[src/rtl/parking_sensor_frontend.sv]
// ---------------------------------------------------------------------------
// parking_sensor_frontend
//
// Conditioning stage in front of the parking gate controller. Three raw,
// asynchronous, possibly bouncing sensors (entrance, gate-exit, lot-leave)
// are synchronised and debounced. The clean entrance/gate-exit levels go to
// the gate FSM. Rising edges of the debounced gate-exit and lot-leave levels
// drive a saturating occupancy counter. Arrivals can be masked while the lot
// is full, and sticky flags record attempted over/underflows.
//
// Ports
//   clk              in   1      system clock, everything on posedge
//   reset_n          in   1      synchronous active-low reset
//   raw_entrance     in   1      raw car-at-entrance sensor
//   raw_exit         in   1      raw car-cleared-gate sensor (car entered lot)
//   raw_leave        in   1      raw lot-egress sensor (car left lot)
//   err_clr          in   1      one-cycle pulse clearing the sticky errors
//   sensor_entrance  out  1      debounced entrance level, masked when full
//   sensor_exit      out  1      debounced gate-exit level
//   car_in_pulse     out  1      1-cycle strobe per debounced exit rise
//   car_out_pulse    out  1      1-cycle strobe per debounced leave rise
//   occupancy        out  CNT_W  cars currently in the lot
//   lot_full         out  1      occupancy == CAPACITY
//   lot_empty        out  1      occupancy == 0
//   err_overflow     out  1      sticky: car_in seen while full
//   err_underflow    out  1      sticky: car_out seen while empty
// ---------------------------------------------------------------------------
module parking_sensor_frontend #(
  parameter int DEBOUNCE_CYCLES = 4,
  parameter int CAPACITY        = 8,
  parameter int CNT_W           = 4,
  parameter int BLOCK_WHEN_FULL = 1
) (
  input  logic             clk,
  input  logic             reset_n,
  input  logic             raw_entrance,
  input  logic             raw_exit,
  input  logic             raw_leave,
  input  logic             err_clr,
  output logic             sensor_entrance,
  output logic             sensor_exit,
  output logic             car_in_pulse,
  output logic             car_out_pulse,
  output logic [CNT_W-1:0] occupancy,
  output logic             lot_full,
  output logic             lot_empty,
  output logic             err_overflow,
  output logic             err_underflow
);

  // Channel indices into the per-sensor vectors.
  localparam int CH_ENT   = 0;
  localparam int CH_EXIT  = 1;
  localparam int CH_LEAVE = 2;
  localparam int NCH      = 3;

  // The debounce counter only ever needs to reach DEBOUNCE_CYCLES-1.
  localparam int              DB_W    = (DEBOUNCE_CYCLES > 1) ? $clog2(DEBOUNCE_CYCLES) : 1;
  localparam logic [DB_W-1:0] DB_LAST = DB_W'(DEBOUNCE_CYCLES - 1);
  localparam logic [CNT_W-1:0] OCC_MAX = CNT_W'(CAPACITY);
  localparam logic            MASK_EN = (BLOCK_WHEN_FULL != 0);

  logic [NCH-1:0]  raw;
  logic [NCH-1:0]  sync_p0;
  logic [NCH-1:0]  sync_p1;
  logic [NCH-1:0]  deb_p2;
  logic [DB_W-1:0] db_cnt_p2 [NCH];
  logic [CH_LEAVE:CH_EXIT] deb_d_p3;

  logic            rise_in;
  logic            rise_out;
  logic [CNT_W-1:0] occ_q;
  logic [CNT_W-1:0] occ_next;
  logic            ovf_set;
  logic            unf_set;
  logic            pin_q;
  logic            pout_q;
  logic            ovf_q;
  logic            unf_q;

  assign raw = {raw_leave, raw_exit, raw_entrance};

  // ---- stage p0/p1: two-flop synchroniser ----
  always_ff @(posedge clk) begin
    if (!reset_n) begin
      sync_p0 <= '0;
      sync_p1 <= '0;
    end else begin
      sync_p0 <= raw;
      sync_p1 <= sync_p0;
    end
  end

  // ---- stage p2: debouncer ----
  // A differing synchronised level must persist for DEBOUNCE_CYCLES cycles
  // in a row; any return to the accepted level restarts the count.
  always_ff @(posedge clk) begin
    if (!reset_n) begin
      deb_p2 <= '0;
      for (int ch = 0; ch < NCH; ch++) begin
        db_cnt_p2[ch] <= '0;
      end
    end else begin
      for (int ch = 0; ch < NCH; ch++) begin
        if (sync_p1[ch] == deb_p2[ch]) begin
          db_cnt_p2[ch] <= '0;
        end else if (db_cnt_p2[ch] == DB_LAST) begin
          deb_p2[ch]    <= sync_p1[ch];
          db_cnt_p2[ch] <= '0;
        end else begin
          db_cnt_p2[ch] <= db_cnt_p2[ch] + DB_W'(1);
        end
      end
    end
  end

  // ---- stage p3: edge detection, pulses, occupancy ----
  // Only the exit and leave channels feed the counter, so only they are delayed.
  assign rise_in  = deb_p2[CH_EXIT]  & ~deb_d_p3[CH_EXIT];
  assign rise_out = deb_p2[CH_LEAVE] & ~deb_d_p3[CH_LEAVE];

  // Simultaneous arrival and departure cancel, so the count holds without
  // error even at full or empty.
  always_comb begin
    occ_next = occ_q;
    ovf_set  = 1'b0;
    unf_set  = 1'b0;
    if (rise_in && !rise_out) begin
      if (occ_q == OCC_MAX) begin
        ovf_set = 1'b1;
      end else begin
        occ_next = occ_q + CNT_W'(1);
      end
    end else if (rise_out && !rise_in) begin
      if (occ_q == '0) begin
        unf_set = 1'b1;
      end else begin
        occ_next = occ_q - CNT_W'(1);
      end
    end
  end

  always_ff @(posedge clk) begin
    if (!reset_n) begin
      deb_d_p3 <= '0;
      pin_q    <= 1'b0;
      pout_q   <= 1'b0;
      occ_q    <= '0;
      ovf_q    <= 1'b0;
      unf_q    <= 1'b0;
    end else begin
      deb_d_p3 <= deb_p2[CH_LEAVE:CH_EXIT];
      pin_q    <= rise_in;
      pout_q   <= rise_out;
      occ_q    <= occ_next;
      // A new error in the same cycle as err_clr must survive the clear.
      if (err_clr) begin
        ovf_q <= 1'b0;
        unf_q <= 1'b0;
      end
      if (ovf_set) begin
        ovf_q <= 1'b1;
      end
      if (unf_set) begin
        unf_q <= 1'b1;
      end
    end
  end

  assign lot_full        = (occ_q == OCC_MAX);
  assign lot_empty       = (occ_q == '0);
  assign sensor_entrance = deb_p2[CH_ENT] & ~(MASK_EN & lot_full);
  assign sensor_exit     = deb_p2[CH_EXIT];
  assign car_in_pulse    = pin_q;
  assign car_out_pulse   = pout_q;
  assign occupancy       = occ_q;
  assign err_overflow    = ovf_q;
  assign err_underflow   = unf_q;

endmodule

[config.mk]
export PLATFORM = sky130hd
export DESIGN_NAME = parking_sensor_frontend
export DESIGN_NICKNAME = d
export VERILOG_FILES = /design/src/rtl/parking_sensor_frontend.sv
export SDC_FILE = /design/constraint.sdc
export NUM_CORES = 1
export LEC_CHECK = 0
export CORE_ASPECT_RATIO = 0.8
export CORE_MARGIN = 2
export CORE_UTILIZATION = 40
export CTS_BUF_LIST = sky130_fd_sc_hd__clkbuf_8 sky130_fd_sc_hd__clkbuf_16
export CTS_CLUSTER_DIAMETER = 50
export CTS_CLUSTER_SIZE = 14
export DETAILED_ROUTE_END_ITERATION = 12
export PLACE_DENSITY = 0.66
export SYNTH_ARGS = -nofsm -noshare
export SYNTH_HDL_FRONTEND = slang
export SYNTH_SLANG_ARGS = --single-unit
[constraint.sdc]
create_clock -name clk -period 4.2 [get_ports clk]
set_input_delay 0.84 -clock clk [delete_from_list [all_inputs] [get_ports clk]]
set_output_delay 0.84 -clock clk [all_outputs]
set_load 0.01 [all_outputs]
**Run 1: signal wires on met1**

Supply wires on this layer in grey.
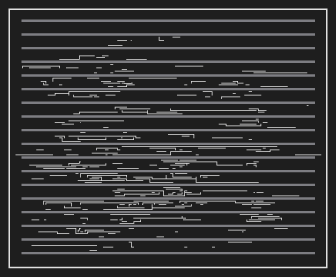
longest straight run = 30.8 um
wire length on this layer = 853 um

**Run 1: wire density map**

Scale bar: 20 um. 13 x 10 tiles, from dark purple (low) to yellow (high), scaled to the fullest tile. Values are wire area over tile area, all layers added.
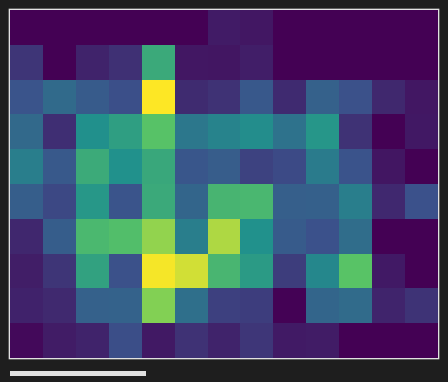
mean over tiles = 0.086
densest ninth of the die = centre
emptiest ninth of the die = upper right

**Run 1: clock nets**

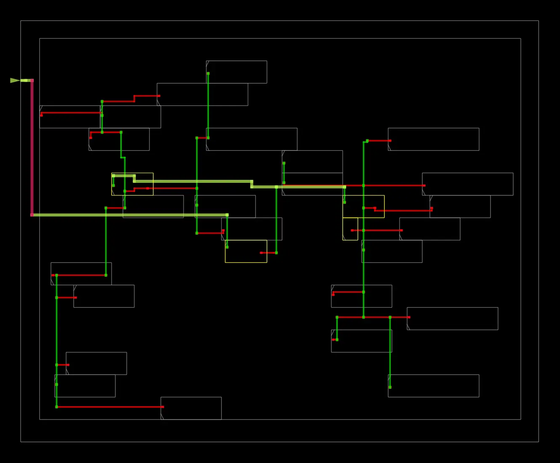
Latency at later pin: 0.27 ns
# clock sinks: 25
count of clock buffers in the final design: 3
clk pwr: 0.138 mW
Worst Clk Skew: 0.00739 ns

**Run 1: metal 2**

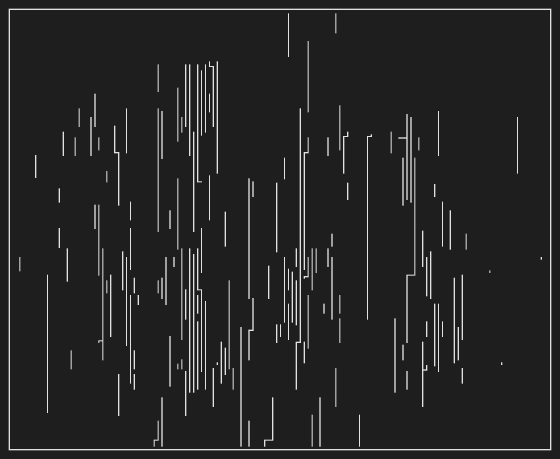
wire length on this layer = 808 um
longest straight run = 27.2 um
main direction = vertical

==> Slide: Implementation Results, run 1 <==
Synthesis and Place & Route Summary

Routing
  – Via count: 732
  – DR WL/cell: 11.0 um
  – Met1 WL: 852 um
  – WL met2: 807 um
  – Drt total wl: 1760 um
  – Top sig layer: met4
  – Drt first pass iters: 4

Clock tree
  – Cts bufs inserted: 3
  – Post-CTS Setup Repair Bufs: 0
  – CTS tree: yes
  – Clock Path Buffers: 2
  – Hold-fix buffers, CTS: 0

Synth
  – Most frequent cell after synthesis: dfxtp_1
  – Basic Gates by Area: 0.223
  – Area leader, netlist: dfxtp_1
  – Synth Area in XOR/XNOR: 0.0474
  – Number of enable flip-flop cells: 6
  – Top FF cell, synth: dfxtp_1
  – Yosys cell count: 100
  – Yosys warning total: 0
  – MUX area fraction: 0.0271
  – Yosys cell types: 33
  – Largest cells by area: dfxtp_1, edfxtp_1, ha_1
  – Synth top area share: 0.343
  – Yosys stat area: 1110 um2
  – Syn avg cell area: 11.1 um2

Setup path
  – Crit-path slowest cell: clkdlybuf4s50_1
  – Reg2Reg Capture Point: occupancy[3]
  – Critical path data arrival time: 1.76 ns
  – Critical path peak fanout: 6
  – Slowest stage delay, CP: 0.55 ns
  – Setup CP Type: flip-flop to output pin
  – R2R cell count: 9
  – Crit start category: flip-flop
  – CP Depth: 3
  – Worst reg-to-reg setup slack: 2.00 ns
  – Critical Path Sink: lot_full
  – Worst Path Required: 3.36 ns
  – R2R Path Start: deb_p2[1]
  – CP delay by family, top: simple AND/OR/NAND/NOR gates

Final layout
  – Logic share of the area: 0.390
  – Final net count: 137
  – Dominant class by area: flip-flops and latches
  – Bufs w/o clock: 17
  – Sequential cell area share: 0.407
  – Seq_cells: 25
  – MI comb cells: 72
  – Fillers: 264
  – Clk cell area share: 0.0336
  – Largest register FFs: 6
  – Layout Cells excl Fill: 160
  – Layout cells sized above 1: 0.0492

Global route
  – GRT busiest layer: met2
  – Global-route wire length before repair: 3130 um
  – Pin count of the biggest net entering global routing: 30
  – Gr usage total: 0.129
  – Met2 Use GR: 0.222
  – GR met3 Demand/Resource: 0.0463
  – Initial antenna violation count: 0

STA
  – PnR worst setup slack: 1.60 ns
  – Tcrit/Tclk final: 0.619
  – Final worst path period need: 2.60 ns
  – WHS: 0.439 ns
  – Unrepaired setup endpoints after global routing: no
  – Final TNS setup: 0 ns

Place
  – DP Worst Slack: 1.67 ns

Power and ir drop
  – Seq group: 0.255 mW
  – Reg power frac: 0.614
  – Switching share of total power: 0.202

Run status
  – Status: finished clean

Die
  – Placement Rows: 17
  – Die ar.: 3210 um2
**Run 1: metal 3**

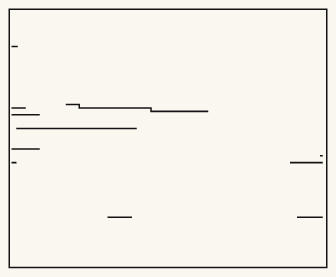

==> inputs of run 2 (changes only) <==
==> constraint.sdc (replaced) <==
create_clock -name clk -period 2.7 [get_ports clk]
set_input_delay 0.54 -clock clk [delete_from_list [all_inputs] [get_ports clk]]
set_output_delay 0.54 -clock clk [all_outputs]
set_load 0.01 [all_outputs]
**Run 2: metal 3**

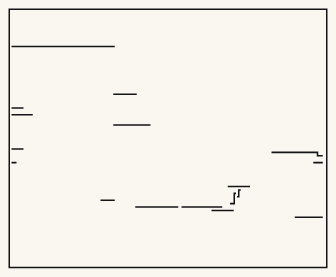
main direction = horizontal
share of all routed wire = 5.0%
nets with wire on the layer = 15
wire length on this layer = 89.6 um

**Run 2: wire density map**

Scale bar: 20 um. 13 x 10 tiles, from dark purple (low) to yellow (high), scaled to the fullest tile. Values are wire area over tile area, all layers added.
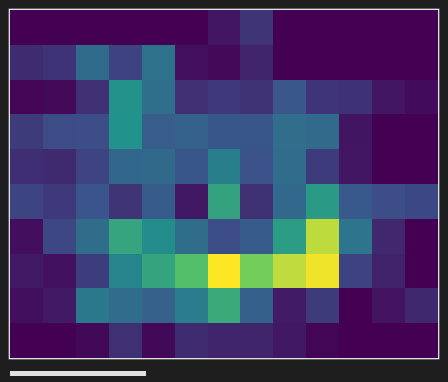
mean over tiles = 0.089
emptiest ninth of the die = upper right
fullest tile = 0.43

==> Slide: Implementation Results, run 2 <==
Synthesis and Place & Route Summary

Final layout
  – Final net count: 138 (was 137)
  – Sequential cell area share: 0.404 (was 0.407)
  – Clk cell area share: 0.0361 (was 0.0336)
  – Layout Cells excl Fill: 161 (was 160)
  – Bufs w/o clock: 18 (was 17)
  – Count of clock buffers in the final design: 3 (unchanged)
  – Seq_cells: 25 (unchanged)
  – Invs w/o clock: 4 (unchanged)
  – Reg area: 561 um2 (unchanged)
  – Dominant class by area: flip-flops and latches (unchanged)
  – Largest register FFs: 6 (unchanged)
  – Fillers: 244 (was 264)
  – MI comb cells: 72 (unchanged)
  – Logic share of the area: 0.387 (was 0.390)
  – Layout cells sized above 1: 0.0569 (was 0.0492)

Setup path
  – Slowest stage delay, CP: 0.55 ns (about the same)
  – Setup CP Type: flip-flop to output pin (unchanged)
  – R2R Path Start: deb_p2[1] (unchanged)
  – CP Depth: 3 (unchanged)
  – Reg2Reg Capture Point: occupancy[3] (unchanged)
  – Crit-path slowest cell: clkdlybuf4s50_1 (unchanged)
  – Worst reg-to-reg setup slack: 0.53 ns (was 2.00 ns)
  – Critical path peak fanout: 6 (unchanged)
  – Worst Path Required: 2.16 ns (was 3.36 ns)
  – R2R cell count: 9 (unchanged)
  – Critical path data arrival time: 1.76 ns (about the same)
  – CP delay by family, top: simple AND/OR/NAND/NOR gates (unchanged)
  – Crit start category: flip-flop (unchanged)

Synth
  – Number of enable flip-flop cells: 6 (unchanged)
  – Syn avg cell area: 11.1 um2 (unchanged)
  – Yosys cell types: 33 (unchanged)
  – MUX area fraction: 0.0271 (unchanged)
  – Most frequent cell after synthesis: dfxtp_1 (unchanged)
  – Top cells by count, synth: dfxtp_1, and2_1, ha_1 (unchanged)
  – Yosys warning total: 0 (unchanged)
  – Synth Area in XOR/XNOR: 0.0474 (unchanged)
  – Basic Gates by Area: 0.223 (unchanged)
  – Top FF cell, synth: dfxtp_1 (unchanged)
  – Yosys stat area: 1110 um2 (unchanged)
  – Largest cells by area: dfxtp_1, edfxtp_1, ha_1 (unchanged)
  – Fa+ha+maj area frac: 0.0970 (unchanged)
  – Synth top area share: 0.343 (unchanged)

Global route
  – GR met3 Demand/Resource: 0.0419 (was 0.0463)
  – Met2 Use GR: 0.177 (was 0.222)
  – GRT busiest layer: met1 (was met2)
  – Global-route wire length before repair: 3170 um (was 3130 um)
  – Gr usage total: 0.131 (was 0.129)
  – Pin count of the biggest net entering global routing: 18 (was 30)
  – Initial antenna violation count: 0 (unchanged)

STA
  – Worst Clk Skew: 0.00603 ns (was 0.00739 ns)
  – Final TNS setup: 0 ns (unchanged)
  – PnR worst setup slack: 0.396 ns (was 1.60 ns)
  – Tcrit/Tclk final: 0.853
  – WHS: 0.445 ns (was 0.439 ns)
  – Final worst path period need: 2.30 ns
  – Unrepaired setup endpoints after global routing: no (unchanged)

Power and ir drop
  – Reg power frac: 0.599 (was 0.614)
  – Clk pwr: 0.230 mW (was 0.138 mW)
  – P_comb: 0.0354 mW (was 0.0221 mW)
  – Seq group: 0.396 mW (was 0.255 mW)

Clock tree
  – Latency at later pin: 0.27 ns (about the same)
  – # clock sinks: 25 (unchanged)
  – Hold-fix buffers, CTS: 0 (unchanged)
  – Clock Path Buffers: 2 (unchanged)
  – Post-CTS Setup Repair Bufs: 0 (unchanged)
  – Cts bufs inserted: 3 (unchanged)

Die
  – Die ar.: 3210 um2 (unchanged)
  – Placement Rows: 17 (unchanged)

Routing
  – DR WL/cell: 11.2 um (was 11.0 um)
  – Top sig layer: met4 (unchanged)
  – Met1 WL: 947 um (was 852 um)
  – Drt first pass iters: 4 (unchanged)
  – Drt total wl: 1800 um (was 1760 um)
  – Via count: 759 (was 732)

Place
  – DP Worst Slack: 0.602 ns (was 1.67 ns)

Run status
  – Status: finished clean (unchanged)
==> inputs of run 3 (changes only) <==
--- a/config.mk
+++ b/config.mk
@@ -10,7 +10,6 @@
 export CORE_UTILIZATION = 40
 export CTS_BUF_LIST = sky130_fd_sc_hd__clkbuf_8 sky130_fd_sc_hd__clkbuf_16
 export CTS_CLUSTER_DIAMETER = 50
-export CTS_CLUSTER_SIZE = 14
 export DETAILED_ROUTE_END_ITERATION = 12
 export PLACE_DENSITY = 0.66
 export SYNTH_ARGS = -nofsm -noshare
**Run 3: clock nets**

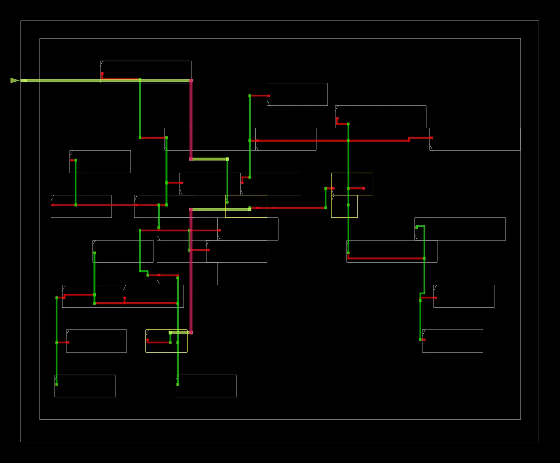
cts bufs inserted: 3
seq_cells: 25
Worst Clk Skew: 0.00603 ns

==> Slide: Implementation Results, run 3 <==
Synthesis and Place & Route Summary

Power and ir drop
  – P_comb: 0.0354 mW (about the same)
  – Clk pwr: 0.230 mW (about the same)
  – Reg power frac: 0.599 (about the same)
  – Seq group: 0.396 mW (about the same)

Global route
  – Pin count of the biggest net entering global routing: 18 (unchanged)
  – Global-route wire length before repair: 3170 um (unchanged)
  – Met2 Use GR: 0.177 (unchanged)
  – Gr usage total: 0.131 (unchanged)
  – GR met3 Demand/Resource: 0.0419 (unchanged)
  – GRT busiest layer: met1 (unchanged)

Routing
  – Top sig layer: met4 (unchanged)
  – Via count: 759 (unchanged)
  – Drt first pass iters: 4 (unchanged)
  – Drt total wl: 1800 um (unchanged)
  – Met1 WL: 947 um (unchanged)

Setup path
  – Reg2Reg Capture Point: occupancy[3] (unchanged)
  – Critical path data arrival time: 1.76 ns (about the same)
  – Critical path peak fanout: 6 (unchanged)
  – R2R cell count: 9 (unchanged)
  – R2R Path Start: deb_p2[1] (unchanged)
  – Worst reg-to-reg setup slack: 0.53 ns (about the same)
  – Slowest stage delay, CP: 0.55 ns (about the same)
  – CP Depth: 3 (unchanged)
  – Critical Path Sink: lot_full (unchanged)
  – CP delay by family, top: simple AND/OR/NAND/NOR gates (unchanged)
  – Setup CP Type: flip-flop to output pin (unchanged)
  – Crit start category: flip-flop (unchanged)

Synth
  – Basic Gates by Area: 0.223 (unchanged)
  – Yosys stat area: 1110 um2 (unchanged)
  – Yosys warning total: 0 (unchanged)
  – Fa+ha+maj area frac: 0.0970 (unchanged)
  – Yosys cell types: 33 (unchanged)
  – MUX area fraction: 0.0271 (unchanged)
  – Area leader, netlist: dfxtp_1 (unchanged)
  – Top cells by count, synth: dfxtp_1, and2_1, ha_1 (unchanged)
  – Synth top area share: 0.343 (unchanged)
  – Yosys cell count: 100 (unchanged)
  – Top FF cell, synth: dfxtp_1 (unchanged)
  – Synth Area in XOR/XNOR: 0.0474 (unchanged)

Final layout
  – Final net count: 138 (unchanged)
  – Reg area: 561 um2 (unchanged)
  – Clk cell area share: 0.0361 (unchanged)
  – Bufs w/o clock: 18 (unchanged)
  – Invs w/o clock: 4 (unchanged)
  – Largest register FFs: 6 (unchanged)
  – Fillers: 244 (unchanged)
  – MI comb cells: 72 (unchanged)
  – Count of clock buffers in the final design: 3 (unchanged)
  – Layout cells sized above 1: 0.0569 (unchanged)
  – Sequential cell area share: 0.404 (unchanged)
  – Logic share of the area: 0.387 (unchanged)

STA
  – Tcrit/Tclk final: 0.853 (unchanged)
  – Final TNS setup: 0 ns (unchanged)
  – Unrepaired setup endpoints after global routing: no (unchanged)
  – PnR worst setup slack: 0.396 ns (unchanged)
  – Final worst path period need: 2.30 ns (unchanged)

Run status
  – Status: finished clean (unchanged)

Die
  – Placement Rows: 17 (unchanged)
  – Die ar.: 3210 um2 (unchanged)

Clock tree
  – # clock sinks: 25 (unchanged)
  – Clock Path Buffers: 2 (unchanged)
  – Post-CTS Setup Repair Bufs: 0 (unchanged)
  – Latency at later pin: 0.27 ns (about the same)
**Run 3: metal 2**

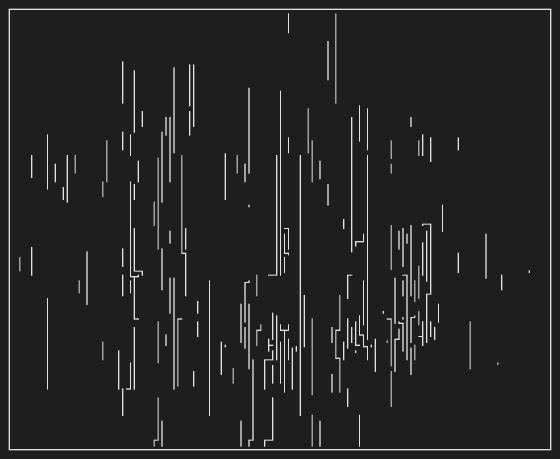
main direction = vertical
nets with wire on the layer = 117
wire length on this layer = 735 um

No activity file was given, so power comes from the tool's default toggle rates.
